`config.mk`:
```
export PLATFORM = sky130hd
export DESIGN_NAME = ahb_lsu_master
export DESIGN_NICKNAME = d
export VERILOG_FILES = /design/src/rtl/ahb_lsu_master.sv
export SDC_FILE = /design/constraint.sdc
export NUM_CORES = 1
export LEC_CHECK = 0
export CORE_MARGIN = 1
export CORE_UTILIZATION = 42
export DETAILED_ROUTE_END_ITERATION = 6
export GPL_ROUTABILITY_DRIVEN = 1
export PLACE_DENSITY = 0.74
export SLEW_MARGIN = 10
export SYNTH_ARGS = -nofsm -noshare
export SYNTH_HDL_FRONTEND = slang
export SYNTH_SLANG_ARGS = --single-unit
export TNS_END_PERCENT = 50
```
`constraint.sdc`:
```
create_clock -name clk -period 5 [get_ports clk]
set_input_delay 1 -clock clk [delete_from_list [all_inputs] [get_ports clk]]
set_output_delay 1 -clock clk [all_outputs]
set_load 0.1 [all_outputs]
```
`src/rtl/ahb_lsu_master.sv`:
```
// AHB master bridge for the core load/store unit.
// Takes one LSU request at a time. Alignment and type are checked when the request is accepted.
// A legal request runs one non-pipelined AHB transfer (address phase, then data phase).
// The bridge then returns one response: extended load data, or a store completion.
// rsp_err flags a pre-check fault, a bus error or a timeout.
module ahb_lsu_master #(
  parameter int unsigned ADDR_WIDTH = 32,
  parameter int unsigned DATA_WIDTH = 32,
  parameter int unsigned TIMEOUT    = 256
) (
  input  logic                  clk,
  input  logic                  rst,
  input  logic                  req_valid,
  output logic                  req_ready,
  input  logic                  req_write,
  input  logic [ADDR_WIDTH-1:0] req_addr,
  input  logic [DATA_WIDTH-1:0] req_wdata,
  input  logic [2:0]            req_typ,
  output logic                  rsp_valid,
  output logic [DATA_WIDTH-1:0] rsp_rdata,
  output logic                  rsp_err,
  output logic                  hsel,
  output logic [ADDR_WIDTH-1:0] haddr,
  output logic                  hwrite,
  output logic [2:0]            hsize,
  output logic [DATA_WIDTH-1:0] hwdata,
  input  logic                  hready,
  input  logic                  hresp,
  input  logic [DATA_WIDTH-1:0] hrdata
);

  // Counter is wide enough to hold TIMEOUT itself; TIMEOUT = 0 keeps a 1-bit idle counter.
  localparam int unsigned CntW = (TIMEOUT > 1) ? $clog2(TIMEOUT + 1) : 1;
  localparam logic [CntW-1:0] CntMax = CntW'(TIMEOUT);

  typedef enum logic [1:0] {StIdle, StAddr, StData, StResp} state_e;

  state_e                r_state, w_state_next;
  logic [ADDR_WIDTH-1:0] r_addr, w_addr_next;
  logic [DATA_WIDTH-1:0] r_wdata, w_wdata_next;
  logic [2:0]            r_typ, w_typ_next;
  logic                  r_write, w_write_next;
  logic [DATA_WIDTH-1:0] r_rdata, w_rdata_next;
  logic                  r_err, w_err_next;
  logic [CntW-1:0]       r_cnt, w_cnt_next;

  logic                  w_illegal, w_misalign, w_pre_err;
  logic [7:0]            w_byte;
  logic [15:0]           w_half;
  logic [DATA_WIDTH-1:0] w_load_ext;
  logic [DATA_WIDTH-1:0] w_wlanes;
  logic [CntW-1:0]       w_cnt_inc;

  // Request pre-check: illegal funct3 or misaligned address.
  always_comb begin
    w_illegal  = 1'b0;
    w_misalign = 1'b0;
    case (req_typ)
      3'b011, 3'b110, 3'b111: w_illegal = 1'b1;
      3'b100, 3'b101:         w_illegal = req_write;  // unsigned stores do not exist
      default:                w_illegal = 1'b0;
    endcase
    case (req_typ)
      3'b001, 3'b101: w_misalign = req_addr[0];
      3'b010:         w_misalign = |req_addr[1:0];
      default:        w_misalign = 1'b0;
    endcase
    w_pre_err = w_illegal | w_misalign;
  end

  // Load lane selection and sign/zero extension from the captured address and type.
  always_comb begin
    w_byte = hrdata[{r_addr[1:0], 3'b000} +: 8];
    w_half = r_addr[1] ? hrdata[31:16] : hrdata[15:0];
    case (r_typ)
      3'b000:  w_load_ext = {{24{w_byte[7]}}, w_byte};
      3'b100:  w_load_ext = {24'h000000, w_byte};
      3'b001:  w_load_ext = {{16{w_half[15]}}, w_half};
      3'b101:  w_load_ext = {16'h0000, w_half};
      default: w_load_ext = hrdata;
    endcase
  end

  // Store data replicated across byte lanes so the slave can pick any lane.
  always_comb begin
    case (r_typ[1:0])
      2'b00:   w_wlanes = {4{r_wdata[7:0]}};
      2'b01:   w_wlanes = {2{r_wdata[15:0]}};
      default: w_wlanes = r_wdata;
    endcase
  end

  // Next-state, capture and response logic.
  always_comb begin
    w_state_next = r_state;
    w_addr_next  = r_addr;
    w_wdata_next = r_wdata;
    w_typ_next   = r_typ;
    w_write_next = r_write;
    w_rdata_next = r_rdata;
    w_err_next   = r_err;
    w_cnt_next   = r_cnt;
    w_cnt_inc    = r_cnt + CntW'(1);
    case (r_state)
      StIdle: begin
        if (req_valid) begin
          w_addr_next  = req_addr;
          w_wdata_next = req_wdata;
          w_typ_next   = req_typ;
          w_write_next = req_write;
          w_rdata_next = '0;
          w_err_next   = w_pre_err;
          w_cnt_next   = '0;
          w_state_next = w_pre_err ? StResp : StAddr;
        end
      end
      StAddr: begin
        w_cnt_next   = '0;
        w_state_next = StData;
      end
      StData: begin
        if (hready) begin
          w_err_next   = hresp;
          w_rdata_next = (hresp || r_write) ? '0 : w_load_ext;
          w_state_next = StResp;
        end else begin
          if (r_cnt != CntMax) begin
            w_cnt_next = w_cnt_inc;
          end
          if ((TIMEOUT != 0) && (w_cnt_inc == CntMax)) begin
            w_err_next   = 1'b1;
            w_rdata_next = '0;
            w_state_next = StResp;
          end
        end
      end
      StResp: begin
        w_state_next = StIdle;
      end
      default: w_state_next = StIdle;
    endcase
  end

  // State and captured-request registers.
  always_ff @(posedge clk or posedge rst) begin
    if (rst) begin
      r_state <= StIdle;
      r_addr  <= '0;
      r_wdata <= '0;
      r_typ   <= '0;
      r_write <= 1'b0;
      r_rdata <= '0;
      r_err   <= 1'b0;
      r_cnt   <= '0;
    end else begin
      r_state <= w_state_next;
      r_addr  <= w_addr_next;
      r_wdata <= w_wdata_next;
      r_typ   <= w_typ_next;
      r_write <= w_write_next;
      r_rdata <= w_rdata_next;
      r_err   <= w_err_next;
      r_cnt   <= w_cnt_next;
    end
  end

  // Outputs decoded from state and captured registers only.
  assign req_ready = (r_state == StIdle);
  assign hsel      = (r_state == StAddr) || (r_state == StData);
  assign haddr     = hsel ? r_addr : '0;
  assign hwrite    = hsel & r_write;
  assign hsize     = hsel ? r_typ : 3'b000;
  assign hwdata    = ((r_state == StData) && r_write) ? w_wlanes : '0;
  assign rsp_valid = (r_state == StResp);
  assign rsp_rdata = rsp_valid ? r_rdata : '0;
  assign rsp_err   = rsp_valid & r_err;

endmodule

```
==> notes.md, run 1 <==
Synthesis and place-and-route results.

- The launching point of the worst reg2reg path is r_cnt[0].
- In the per-layer breakdown of the detailed-route log, met1 shows between 7 and 8 mm.
- Per the detail_route log, met3 wirelength is about 1.1 mm.
- Entering global routing, the biggest net connects 74 pins.
- Including well taps, the total number of placed cells is 955.
- Per the post-run analysis, buffers plus inverters along the critical path come to 2.
- The final number of max-transition violations is 0.
- The first global-routing pass estimated 28.0 mm of wire.
- Grouping stages by cell kind, the critical path spends the most delay in buffers and inverters.
- Per the log, the first TritonRoute iteration ended with a DRC count of between 200 and 300.
- The launching instance or port of the critical path is r_state[1].
- The number of max-cap violations is 0.
- The beginning of the worst hold path is r_rdata[4].
- According to the finish report, the design has a final net count of 893.
- Traced cell by cell, the critical path runs through inv_1 -> ha_1 -> and2_1 -> clkdlybuf4s50_1.
- The mean cell area of the mapped netlist is 10.5 um2.
- For reference, simple AND, OR, NAND and NOR cells occupy 15.5% of the area reported after synthesis.
- The width of the die is 124 um.
- The total via count in the routed design is between 5000 and 6000.
- The maximum single-stage delay on the critical path is around 1.1 ns.
- TritonCTS built the clock tree.
- The share of layout cells above drive strength 1 is approximately a fifth.
- Setup repair after global routing left no endpoint under its margin.
- The synthesized netlist was found by Yosys to have 600 cells.
- Per the synthesis report, the dominant area consumer among library cells is sky130_fd_sc_hd__dfrtp_1.
- The proportion of register bits with asynchronous set or reset after synthesis is 100%.
- The H-tree depth reported by CTS is 3.
- Summed over all nets, the half-perimeter wirelength after detailed placement is 12.3 mm.
- The minimum clock period after layout is 4.04 ns.
- The top-level port count is 209.
- The worst slack after detailed placement is roughly 1.3 ns.
- The vertical die dimension reported for this design is 124 um.
- After synthesis, the largest area contributor takes up 44.7% of total cell area.
- The count of instances resized after the clock tree is built is 0.
- The final cycle utilization of the critical path is 80.8%.
- The mean number of vias per cell is approximately 5.3.
- For this run, the chip area from Yosys synthesis comes to 0.00627 mm2.
- The routed design uses ~8.3 mm of met2 wire.
- The post-synthesis cell type count is 46.
- Per the timing report, the achievable frequency comes out to approximately 250 MHz.
- Per the OpenROAD floorplan log, the area of the die is around 0.015 mm2.
- The flow ran to the end, and the final reports show no timing, DRC or antenna violations.
- The final non-filler cell total is between 900 and 1000.
- Endpoints failing hold in the final report were tallied at 0.
- For this configuration, the core starts out at a cell density of 43.2%.
- The largest combinational cell category by area is multiplexers.
- The tally of filler cells in the layout is 1206.
- The number of hold-repair buffers added at the cts stage is 0.
- The core outline area is 0.0145 mm2.
- The clock-pin transition on the worst setup and hold timing paths is 0.07 ns.
- Input and output buffers added on the ports amount to 208.
- In the Yosys report, the sequential cells make up 44.7% of the chip area.
- The final report lists the setup-violating endpoint count as 0.
- The number of rows in the core area is 44.
- The maximum fanout count along the critical path is 35.
- The total of flip-flops plus latches after synthesis is 112.
- When the netlist entered floorplanning its net count stood at 711.
- The post-layout utilization of the core is about three fifths.
- The via count of the first global-routing pass is 5424.
- Ranking logic cells in the layout by count gives the top entries 180 x sky130_fd_sc_hd__clkdlybuf4s50_1, 111 x sky130_fd_sc_hd__dfrtp_1, 79 x sky130_fd_sc_hd__mux2_2.
- The number of antenna diodes in the final layout is 0.
- At the pin with the least slew margin, the transition time is 0.998 ns.
- The post-synthesis compound-gate area fraction is 9.49%.
- The highest-count logic cell in the final layout is sky130_fd_sc_hd__clkdlybuf4s50_1.
- Checking max transition, the worst relative margin is 33.3%.
- Summing the areas of all xor and xnor instances in the mapped netlist gives less than 1% of the synthesized area.
- The final routed wire length divided by cell count is 17.5 um.
- The cell count after synthesis is 600.
- The number of antenna violations at the first check in global routing is 0.
- The multiplexer area fraction after synthesis is 23.8%.
- Warnings raised by the tools during the run amount to 30.
- Per the skew report, the later register of the worst-skew pair sees a clock latency of 0.35 ns.
- In the log, the iteration count for the first detailed-route pass is 5.
- After its last routability iteration, the placer logged a weighted congestion of 0.871.
- The residual antenna-violating net count after detailed routing is 0.
- Of the total synthesized cell area, the portion taken by full adders, half adders and majority gates is under 10%.
- For this run, the number of Yosys warnings is 0.
- The endpoint arrival time on the critical path is 3.04 ns.
- The residual overflow from global routing is 0.
- The element type at the critical path start is a register.
- The library cell contributing the largest single delay on the critical path is sky130_fd_sc_hd__clkdlybuf4s50_1.
- The cell area after placement is around 0.0084 mm2.
- The post-synth count of flops with an enable pin is 0.
- The most instantiated flip-flop cell in the synthesis netlist is sky130_fd_sc_hd__dfrtp_1.
- The setup TNS after final layout is 0 ns.
- The worst setup path is captured at an output port.
- The post-CTS repair timing setup buffer count is 0.
- The buffer cell driving the clock tree root is sky130_fd_sc_hd__clkbuf_16.
- The final wirelength is 17.0 mm.
- With fillers left out, the area of the finished cells amounts to 0.00866 mm2.
- The clock passes through at most 2 buffers.
- In this run the cell area of the synthesized design comes to 0.00627 mm2.
- The required time at the worst-slack endpoint is about 4 ns.
- Setup slack on the critical path of the routed design comes to 0.958 ns.
- The class of the tightest hold or removal check is reg -> reg.
- Routed signal wires occupy layers up through met4.
- The total routing usage reported by global routing is 22.6%.
- The final routed DRC violation total is 0.
- Yosys attributes the largest share of cell area to sky130_fd_sc_hd__dfrtp_1 45%, sky130_fd_sc_hd__mux2_2 14%, sky130_fd_sc_hd__and2_1 6.8%.
- The worst clock skew is 0.00675 ns.
- The critical path start-end classification is reg -> out.
run 1: state kept, by name (all words and copies together) (netlist names):
signal / count
r_wdata: 32
r_cnt: 9
r_write: 1
r_typ: 3
r_addr: 32
r_state: 2
r_err: 1
r_rdata: 32
run 1: synth_stat cells (all sizes together) (11+ instances only):
library cell  count
dfrtp           112
mux2            109
and2             68
nor2             52
a21oi            45
inv              29
clkbuf           27
nand2            25
o21ai            19
mux2i            17
buf              16
nor3             11
run 1: cell families after synthesis:
group,after synthesis
flip-flops,112
AND/OR/NAND/NOR,185
adder cells (fa/ha/maj),6
multiplexers,127
buffers and inverters,72
AND-OR/OR-AND,96
XOR/XNOR,2
run 1: metrics by stage:
step / hold WS, ns
finish: 0.494
detailed placement: 0.477
global route: 0.508
CTS: 0.498
floorplan: 0.456
global placement: 0.470
run 1: worst reg2reg max path, delay by kind of cell (launching register included):
family,cells,cell delay [ns]
DFF,1,0.48
adders and majority gates,1,0.32
muxes,1,0.41
buffers and inverters,1,0.31
and+or+nand+nor,3,0.63
AOI/OAI and AO/OA,2,0.46
run 1: path summary, 6_finish.rpt:
path,to,slack [ns],cells after the start
min in group asynchronous,r_addr[3],1.20,2
setup / recovery,haddr[8],0.96,4
max in group asynchronous,r_wdata[24],2.95,3
setup reg to reg,r_rdata[2],2.27,8
hold / removal,r_rdata[4],0.49,1
hold reg to reg,r_rdata[4],0.49,1
run 1: cell type report:
| cell class | instances | area [um2] | area share [%] |
|---|---|---|---|
| clock buffers | 11 | 253 | 2.92 |
| clock inverters | 5 | 40.0 | 0.462 |
| inverters | 29 | 111 | 1.29 |
| multi-input cells | 416 | 3160 | 36.5 |
| flip-flops and latches | 112 | 2800 | 32.4 |
| well taps | 184 | 230 | 2.66 |
| repair buffers | 214 | 2060 | 23.8 |
run 1: layer usage:
metal	up-vias	global-route usage [%]
met5	-	0
met4	0	7.16
met3	30	5.78
met2	183	37.7
met1	2522	28.7
li1	2428	-
Figure 1. Cell sizes after repair (run 1).
The bar under the picture is 20 um long.
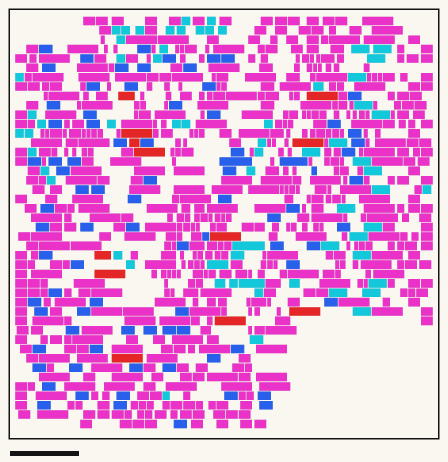
blue -> drive 2  # cells 84, most used mux2_2
magenta -> drive 1 or less  # cells 628, most used clkdlybuf4s50_1
cyan -> drive 3 to 4  # cells 63, most used buf_4
red -> drive 6 and up  # cells 12, most used clkbuf_16
Non-CTS buffers: 214
Area growth, synth to finish: 38.0%

Figure 2. Clock nets (run 1).
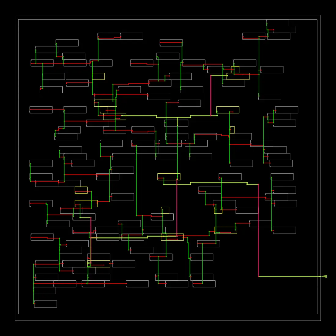
TritonCTS Buffers: 9
Sink Count: 112
number of sequential cells in the layout: 112

Figure 3. Sequential cells coloured by netlist name (run 1).
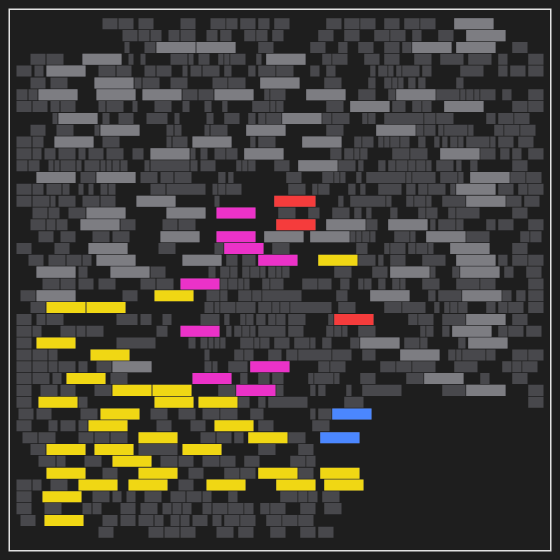
red -> `r_typ`  # flops 3
blue -> `r_state`  # flops 2
magenta -> `r_cnt`  # flops 9, where centre
yellow -> `r_addr`  # flops 32

--- run 2 (diff from run 1) ---
Settings changed: PLACE_DENSITY 0.74 to 0.77.
Clock period 5 ns to 3.5 ns, I/O delays scaled along.
Figure 4. Clock nets (run 2).
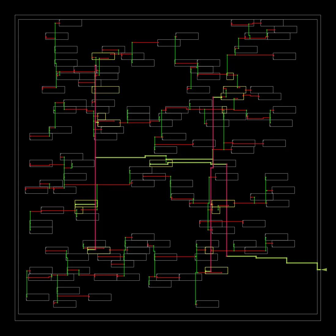
clock latency at the later pin of the worst-skew pair: 0.35 ns
clock skew: 0.0112 ns
clock buffer count: 9

Figure 5. M4 wires (run 2).
Supply wires on this layer in grey.
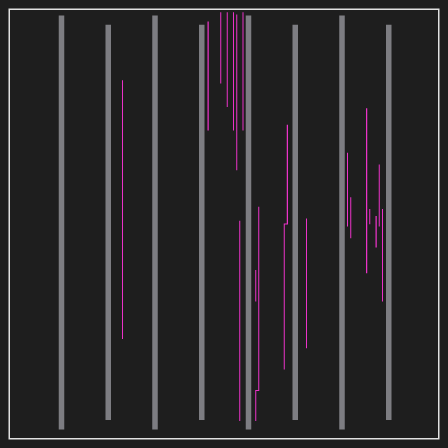
nets with wire on the layer = 18
main direction = vertical
share of all routed wire = 3.6%
wire length on this layer = 642 um
wire length after detailed routing: 17.8 mm
Vias: 5321

==> run 2 against run 1 <==
- critical path depth unchanged
- critical endpoint is now hsize[1]
- critical path type unchanged
- largest cell class unchanged
- non-clock buffer count grew 1
- highest routed layer unchanged
- setup slack got worse by 0.46 ns
==> notes.md, run 2 <==
Synthesis and place-and-route results.

- The die boundary height is 124 um (unchanged).
- The number of diodes added for antenna fixing is 0 (unchanged).
- Per the timing report, the most critical flop-to-flop path originates at r_cnt[0].
- The total of endpoints with negative setup slack in the final report is 0 (unchanged).
- The number of buffers created by CTS came to 9 (unchanged).
- The proportion of register bits with asynchronous set or reset after synthesis came to 100% (unchanged).
- The count of instantiated cells in the yosys netlist was 600 (unchanged).
- The final cycle utilization of the critical path is a little under nine tenths.
- The number of clock sinks is 112 (unchanged).
- The H-tree depth reported by CTS is 3 (unchanged).
- The count of routing violations after the opening detailed-route iteration was 406 (+39%).
- Setup repair after global routing left no endpoint under its margin.
- The residual antenna-violating net count after detailed routing was 0 (unchanged).
- The clock-pin transition on the worst setup and hold timing paths is 0.08 ns (about the same).
- The first-pass GRT wire length is 28.6 mm (+2.0%).
- The number of logged tool warnings is 31 (+3.3%).
- In the layout the commonest cells are 111 x sky130_fd_sc_hd__dfrtp_1, 104 x sky130_fd_sc_hd__clkdlybuf4s50_1, 85 x sky130_fd_sc_hd__buf_4.
- In this run the clock root is driven by a sky130_fd_sc_hd__clkbuf_16.
- The worst-case headroom to the max-slew limit is 27.7% (-5.5 points).
- The area of the die came to 0.0154 mm2 (unchanged).
- The number of iterations in the first detailed-routing pass was 5 (unchanged).
- The area of the mapped netlist was 0.00627 mm2 (unchanged).
- TritonCTS built the clock tree.
- The net count reported at finish is 894 (+0.11%).
- The number of placed instances with taps included is 956 (+0.10%).
- The count of instances resized after the clock tree is built came to 0 (unchanged).
- The class of the tightest hold or removal check is reg -> reg.
- The mean cell area of the mapped netlist is 10.5 um2 (unchanged).
- The cell area after placement was 0.00851 mm2 (+1.7%).
- The part of the Yosys area used for sequential elements is 44.7% (unchanged).
- The maximum buffer depth of the clock tree is 2 (unchanged).
- The highest-count logic cell in the final layout is sky130_fd_sc_hd__dfrtp_1.
- The endpoint identified for the worst register-to-register timing path is r_rdata[31].
- In the final layout, the registers with the most flip-flops are r_addr x32, r_rdata x32, r_wdata x32.
- The most common cell in the synthesized netlist is sky130_fd_sc_hd__dfrtp_1.
- The capturing element of the worst setup path is hsize[1].
- The main area contributors are sky130_fd_sc_hd__dfrtp_1 45%, sky130_fd_sc_hd__mux2_2 14%, sky130_fd_sc_hd__and2_1 6.8%.
- The required time at the worst-slack endpoint is 2.80 ns (-1.20 ns).
- For reference, the critical path is launched at r_typ[1].
- STA classifies the critical path startpoint as a register.
- The final routed wire length divided by cell count was 18.3 um (+4.5%).
- The register-to-register setup slack is 0.73 ns (-1.54 ns).
- The core outline area is 0.0145 mm2 (unchanged).
- The minimum clock period after layout is 3.00 ns.
- The cell count after synthesis is 600 (unchanged).
- The share of layout cells above drive strength 1 was 29.9% (+9.7 points).
- The endpoint arrival time on the critical path came to 2.30 ns (-0.74 ns).
- The portion of synthesized cell area occupied by the leading cell type is 44.7% (unchanged).
- The mean number of vias per cell is 5.47 (+3.0%).
- The total of flip-flops plus latches after synthesis is 112 (unchanged).
- The post-CTS repair timing setup buffer count is 0 (unchanged).
- The final weighted congestion in routability-driven placement came to 0.949 (+9.0%).
- The width of the die is 124 um (unchanged).
- The logic depth of the worst register-to-register path is 8 (unchanged).
- The minimum setup slack in the final design is 0.502 ns (-0.456 ns).
- The count of warnings emitted by yosys was 0 (unchanged).
- The residual overflow from global routing is 0 (unchanged).
- The synthesized net count is 711 (unchanged).
- The pin slew with the least headroom to its limit was 1.08 ns (+0.0862 ns).
- The final non-filler cell total is 972 (+0.10%).
- The final number of max-transition violations came to 0 (unchanged).
- The number of antenna violations at the first check in global routing came to 1 (+1).
- The top-level port count was 209 (unchanged).
- The number of rows in the core area is 44 (unchanged).
- The pin count of the biggest net entering global routing is 70 (-5.4%).
- The category of the worst setup path capture point is an output port.
- In this run the layout overhead on the synthesized area is reported as 40.4%.
- The number of enable flip-flop cells is 0 (unchanged).
- The run finished with clean final reports.
- The area figure in the yosys stat output came to 0.00627 mm2 (unchanged).
- In the synthesized netlist, the cells that appear most often are 112 x sky130_fd_sc_hd__dfrtp_1, 79 x sky130_fd_sc_hd__mux2_2, 68 x sky130_fd_sc_hd__and2_1.
- Sorting the Yosys area breakdown by cell type puts at the top sky130_fd_sc_hd__dfrtp_1.
- The post-synthesis cell type count is 46 (unchanged).
- Per the timing report, the achievable frequency comes out to 334 MHz.
- The via count of the first global-routing pass is 5441 (+0.31%).
- The most instantiated flip-flop cell in the synthesis netlist is sky130_fd_sc_hd__dfrtp_1.
- The total routing usage reported by global routing was 23.4% (+0.73 points).
- The worst slack after detailed placement came to 0.596 ns (-0.695 ns).
- The number of hold-repair buffers added at the cts stage is 0 (unchanged).
- The core utilization at floorplan is 43.2% (unchanged).
- The number of hold violations in the final report was 0 (unchanged).
- The count of buffers inserted at the top-level ports is 208 (unchanged).
- The number of max-cap violations is 0 (unchanged).
- The final HPWL from detailed placement is 12.8 mm (+4.1%).
- The maximum fanout count along the critical path came to 47 (+34%).
- The final routed DRC violation total is 0 (unchanged).
- The design area is 0.00881 mm2 (+1.8%).
- The critical path start-end classification is reg -> out.
Figure 6. Sequential cells coloured by netlist name (run 2).
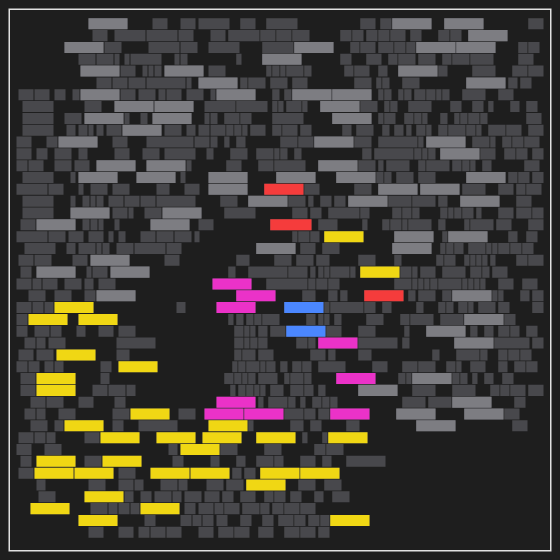
area of all sequential standard cells: 0.00280 mm2
end-of-flow core utilization: 60.6%

==> run 2: metrics by stage <==
stage / hold slack, ns / setup TNS (ns)
6_report: 0.490 / 0
2_1_floorplan: 0.456 / -0.0758
3_3_place_gp: 0.469 / 0
3_5_place_dp: 0.476 / 0
4_1_cts: 0.495 / 0
5_1_grt: 0.504 / 0
==> run 2: worst min-delay path by stage <==
stage,from,to,slack [ns],cells past startpoint
2_1_floorplan,r_rdata[0],r_rdata[0],0.46,1
3_3_place_gp,r_rdata[6],r_rdata[6],0.47,1
3_5_place_dp,r_rdata[6],r_rdata[6],0.48,1
4_1_cts,r_rdata[6],r_rdata[6],0.49,1
5_1_grt,r_rdata[2],r_rdata[2],0.50,1
6_report,r_rdata[6],r_rdata[6],0.49,1
==> run 2: logic make-up after synthesis <==
logic type      Yosys count  share of synthesized area [%]
simple gates            185                           15.5
mux                     127                           23.8
flops                   112                           44.7
compound gates           96                           9.49
buf+inv                  72                           5.05
fa+ha+maj                 6                           1.20
xor+xnor                  2                          0.279
==> run 2: layout make-up <==
cell class	instances	area (um2)
Timing Repair Buffer	215	2200
Inverter	29	113
Multi-Input combinational cell	416	3160
Fill cell	1209	5720
Clock buffer	9	225
Clock inverter	7	77.6
Tap cell	184	230
Sequential cell	112	2800
==> run 2: worst max-delay path: stages (launching register included) <==
cell,delay [ns]
sky130_fd_sc_hd__dfrtp_2,0.59
sky130_fd_sc_hd__buf_4,0.52
sky130_fd_sc_hd__inv_1,0.33
sky130_fd_sc_hd__nor2_1,0.18
sky130_fd_sc_hd__buf_4,0.30
==> run 2: per-layer routing <==
metal,GRT usage [%],vias up,wire length (um)
li1,-,2443,-
met1,30.3,2579,7440
met2,36.2,255,8260
met3,6.34,44,1460
met4,10.6,0,642
met5,0,-,0
Figure 7. Cell sizes after repair (run 2).
The bar under the picture is 20 um long.
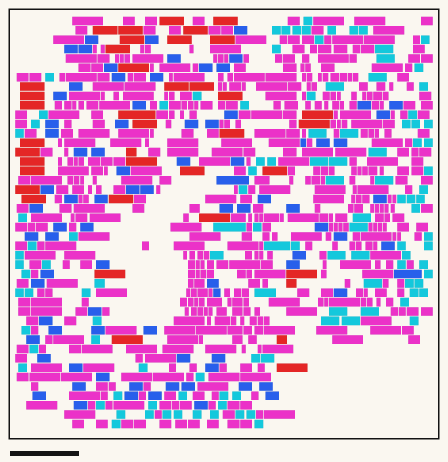

--- run 3 (diff from run 2) ---
Settings changed: CORE_MARGIN 1 to 8, TNS_END_PERCENT 50 to not set.
Figure 8. Cell sizes after repair (run 3).
The bar under the picture is 50 um long.
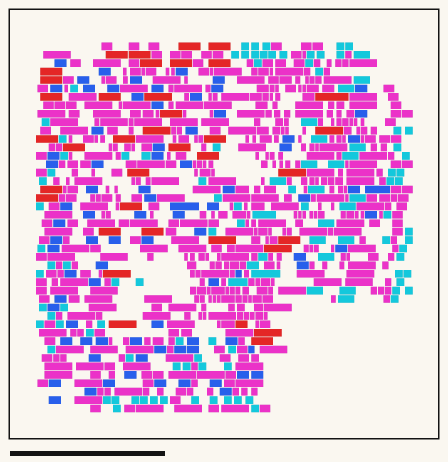
red -> drive 6 and up  # cells 37, most used buf_12
magenta -> drive 1 or less  # cells 554, most used dfrtp_1
blue -> drive 2  # cells 84, most used mux2_2
cyan -> drive 3 to 4  # cells 115, most used buf_4
Non-CTS buffers: 217
final worst setup slack: 0.472 ns
Area growth, synth to finish: 40.6%

Figure 9. Sequential cells coloured by netlist name (run 3).
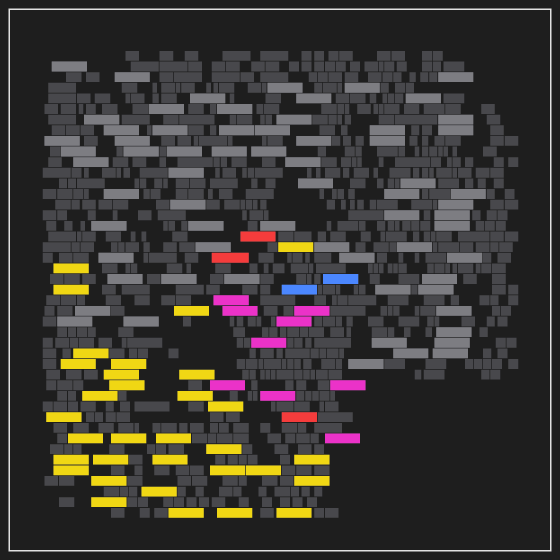
magenta -> `r_cnt`  # flops 9, where centre
yellow -> `r_addr`  # flops 32
blue -> `r_state`  # flops 2
red -> `r_typ`  # flops 3

==> run 3 against run 2 <==
- clock skew is 0.0028 ns lower
- register-to-register slack worse by 0.07 ns
- via count is 1.0% higher
- die area is 24% higher
- flip-flop count stayed put
- critical path type unchanged
- synthesized cell count stayed put
- critical endpoint is now hwdata[12]
==> notes.md, run 3 <==
Synthesis and place-and-route results.

- The pin count of the biggest net entering global routing is 70 (unchanged).
- The final weighted congestion in routability-driven placement is 0.852 (-10%).
- The via count of the first global-routing pass is 5708 (+4.9%).
- The main area contributors are sky130_fd_sc_hd__dfrtp_1 45%, sky130_fd_sc_hd__mux2_2 14%, sky130_fd_sc_hd__and2_1 6.8%.
- The count of warnings emitted by yosys is 0 (unchanged).
- The top-level port count was 209 (unchanged).
- The area of the mapped netlist is 0.00627 mm2 (unchanged).
- The maximum fanout count along the critical path is 24 (-49%).
- The total routing usage reported by global routing came to 19.8% (-3.5 points).
- The number of hold violations in the final report is 0 (unchanged).
- The count of buffers inserted at the top-level ports is 208 (unchanged).
- The count of instances resized after the clock tree is built is 0 (unchanged).
- The mean number of vias per cell came to 5.51 (+0.70%).
- The most critical setup path has its startpoint at r_write.
- The number of iterations in the first detailed-routing pass came to 5 (unchanged).
- The residual antenna-violating net count after detailed routing came to 0 (unchanged).
- The synthesis run shows the most used standard cells to be 112 x sky130_fd_sc_hd__dfrtp_1, 79 x sky130_fd_sc_hd__mux2_2, 68 x sky130_fd_sc_hd__and2_1.
- The capturing element of the worst setup path is hwdata[12].
- The residual overflow from global routing is 0 (unchanged).
- The maximum buffer depth of the clock tree is 2 (unchanged).
- Setup repair after global routing left no endpoint under its margin.
- The run finished with clean final reports.
- The most frequently used library cell after synthesis is sky130_fd_sc_hd__dfrtp_1.
- The total via count in the routed design is 5375 (+1.0%).
- The post-synthesis cell type count was 46 (unchanged).
- The maximum clock frequency is 330 MHz (-0.98%).
- The core utilization at floorplan is 43.0% (-0.16 points).
- The post-synthesis share of cell area spent on full adders, half adders and majority gates is 1.20% (unchanged).
- TritonCTS built the clock tree.
- The net count reported at finish is 896 (+0.22%).
- The clock insertion delay at the later pin of the skew report is 0.35 ns (about the same).
- The share of layout cells above drive strength 1 was 29.9% (-0.076 points).
- The cell type with the largest total area is sky130_fd_sc_hd__dfrtp_1.
- The minimum clock period after layout is 3.03 ns (+0.0296 ns).
- The critical path depth in cells came to 3 (-1).
- The final non-filler cell total came to 975 (+0.31%).
- The final routed DRC violation total is 0 (unchanged).
- The top cell family by delay on the critical path is simple AND/OR/NAND/NOR gates.
- The cell count after synthesis is 600 (unchanged).
- The post-layout utilization of the core came to 60.5% (-0.17 points).
- The synthesized net count is 711 (unchanged).
- The multiplexer area fraction after synthesis is 23.8% (unchanged).
- The post-synthesis compound-gate area fraction is 9.49% (unchanged).
- The die boundary height came to 138 um (+11%).
- The clock-pin transition on the worst setup and hold timing paths is 0.07 ns (about the same).
- The area of the die came to 0.0191 mm2 (+24%).
- The number of logged tool warnings is 31 (unchanged).
- In this run the clock root is driven by a sky130_fd_sc_hd__clkbuf_16.
- The endpoint arrival time on the critical path is 2.33 ns (+0.03 ns).
- The final routed wire length divided by cell count came to 20.0 um (+9.2%).
- The number of rows in the core area is 44 (unchanged).
- The buffer-and-inverter tally for the worst setup path came to 1 (-2).
- The H-tree depth reported by CTS was 3 (unchanged).
- The number of max-cap violations is 0 (unchanged).
- The largest registers in the layout are r_addr x32, r_rdata x32, r_wdata x32.
- The simple-gate share of the synthesized area is 15.5% (unchanged).
- STA classifies the critical path endpoint as an output port.
- In the synthesized netlist, the dominant kind of combinational cell is multiplexers.
- The number of placed instances with taps included is 958 (+0.21%).
- On the critical path, the stage with the largest delay is an instance of sky130_fd_sc_hd__nand2_1.
- Traced cell by cell, the critical path runs through nand2_1 -> a21oi_1 -> buf_12.
- The portion of synthesized cell area occupied by the leading cell type is 44.7% (unchanged).
- The worst hold slack is 0.487 ns (-0.00272 ns).
- For reference, the most critical setup path is categorized as reg -> out.
- The final cycle utilization of the critical path was 86.5% (+0.85 points).
- The post-CTS repair timing setup buffer count was 0 (unchanged).
- The width of the die is 138 um (+11%).
- STA reports the tightest min-delay check as being of type reg -> reg.
- The number of buffers created by CTS is 9 (unchanged).
- STA classifies the critical path startpoint as a register.
- The worst-case headroom to the max-slew limit was 34.6% (+6.9 points).
- The mean cell area of the mapped netlist was 10.5 um2 (unchanged).
- The maximum single-stage delay on the critical path is 0.63 ns (+0.04 ns).
- The count of instantiated cells in the yosys netlist is 600 (unchanged).
- The logic depth of the worst register-to-register path is 7 (-1).
- The register-to-register setup slack is 0.66 ns (-0.07 ns).
- The first-pass GRT wire length is 31.1 mm (+8.6%).
- The most instantiated flip-flop cell in the synthesis netlist is sky130_fd_sc_hd__dfrtp_1.
- STA lists the endpoint of the worst register-to-register path as r_rdata[29].
- The count of routing violations after the opening detailed-route iteration was 355 (-13%).
- The final HPWL from detailed placement came to 14.6 mm (+14%).
- The most common logic cells in the final layout are 111 x sky130_fd_sc_hd__dfrtp_1, 104 x sky130_fd_sc_hd__clkdlybuf4s50_1, 87 x sky130_fd_sc_hd__buf_4.
- The final wirelength is 19.5 mm (+9.5%).
- The synthesized-area fraction occupied by xor and xnor cells was 0.279% (unchanged).
- The total of endpoints with negative setup slack in the final report was 0 (unchanged).
- The pin slew with the least headroom to its limit was 0.981 ns (-0.103 ns).
- The core outline area was 0.0146 mm2 (+0.38%).
- The total of flip-flops plus latches after synthesis came to 112 (unchanged).
- The area figure in the yosys stat output came to 0.00627 mm2 (unchanged).
- The number of clock sinks is 112 (unchanged).
Figure 10. Clock nets (run 3).
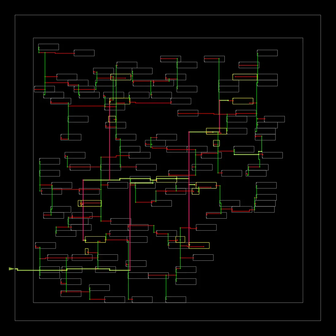
clock buffer count: 11
clock skew: 0.00846 ns

[run 3: cell counts after synthesis]
No cell type changed its count.
[run 3: worst min path at each step]
stage	start	end	slack (ns)	cells past startpoint
floorplan	r_rdata[0]	r_rdata[0]	0.46	1
global placement	r_rdata[9]	r_rdata[9]	0.47	1
detailed placement	r_rdata[6]	r_rdata[6]	0.47	1
CTS	r_rdata[6]	r_rdata[6]	0.49	1
global route	r_rdata[8]	r_rdata[8]	0.50	1
finish	r_rdata[6]	r_rdata[6]	0.49	1
[run 3: layer usage]
| layer | vias to the layer above | routed length, um | GRT usage (%) |
|---|---|---|---|
| li1 | 2436 | - | - |
| met1 | 2654 | 7790 | 23.2 |
| met2 | 240 | 9320 | 32.1 |
| met3 | 41 | 1770 | 7.50 |
| met4 | 4 | 583 | 8.07 |
| met5 | - | 34 | 0 |
[run 3: final cells by class]
type / count / area [um2] / share of cell area [%]
diodes: 1 / 2.50 / 0.0284
flip-flops and latches: 112 / 2800 / 31.8
well taps: 184 / 230 / 2.61
multi-input cells: 416 / 3160 / 35.8
clock buffers: 11 / 233 / 2.64
repair buffers: 217 / 2210 / 25.1
inverters: 29 / 113 / 1.28
clock inverters: 5 / 66.3 / 0.752
[run 3: cells by family after synthesis]
kind of cell,after synthesis
AND/OR/NAND/NOR,185
buffers and inverters,72
flip-flops,112
XOR/XNOR,2
adder cells (fa/ha/maj),6
multiplexers,127
AND-OR/OR-AND,96
[run 3: through the flow]
step	setup slack (ns)	area [um2]	setup TNS, ns
finish	0.472	8820	0
global route	0.281	8820	0
CTS	0.453	8820	0
detailed placement	0.593	8520	0
global placement	0.702	8520	0
floorplan	-0.0253	6280	-0.0758
[run 3: worst reg2reg max path, cell delays in order, from the launching register on]
cell	delay [ns]
sky130_fd_sc_hd__dfrtp_1	0.46
sky130_fd_sc_hd__ha_1	0.32
sky130_fd_sc_hd__nor4_1	0.40
sky130_fd_sc_hd__o311ai_1	0.21
sky130_fd_sc_hd__o311ai_4	0.40
sky130_fd_sc_hd__o211ai_4	0.28
sky130_fd_sc_hd__buf_4	0.33
sky130_fd_sc_hd__mux2_4	0.33

==> gallery <==
Clock wires, drivers and flops.
Plate I
The bar under the picture is 50 um long.
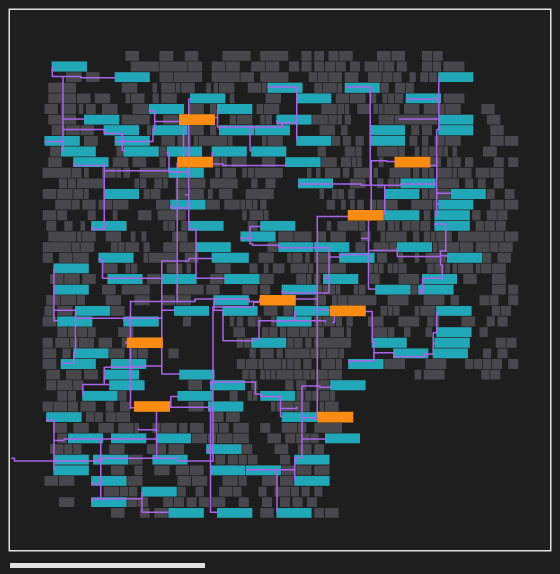
Plate II
The bar under the picture is 20 um long.
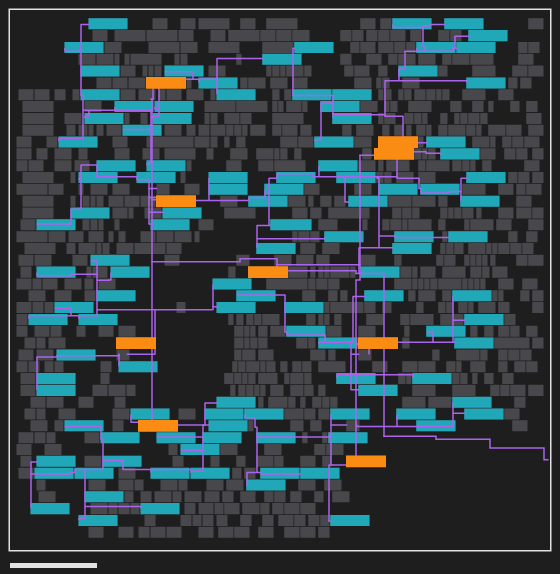
- run 3 = Plate I
- run 2 = Plate II
- largest die: Plate I

Key to Plate II:
cyan -> flip-flops  # count 112
purple -> clock wires  # length 1390 um
orange -> cells driving clock nets  # count 9
routed clock nets = 10

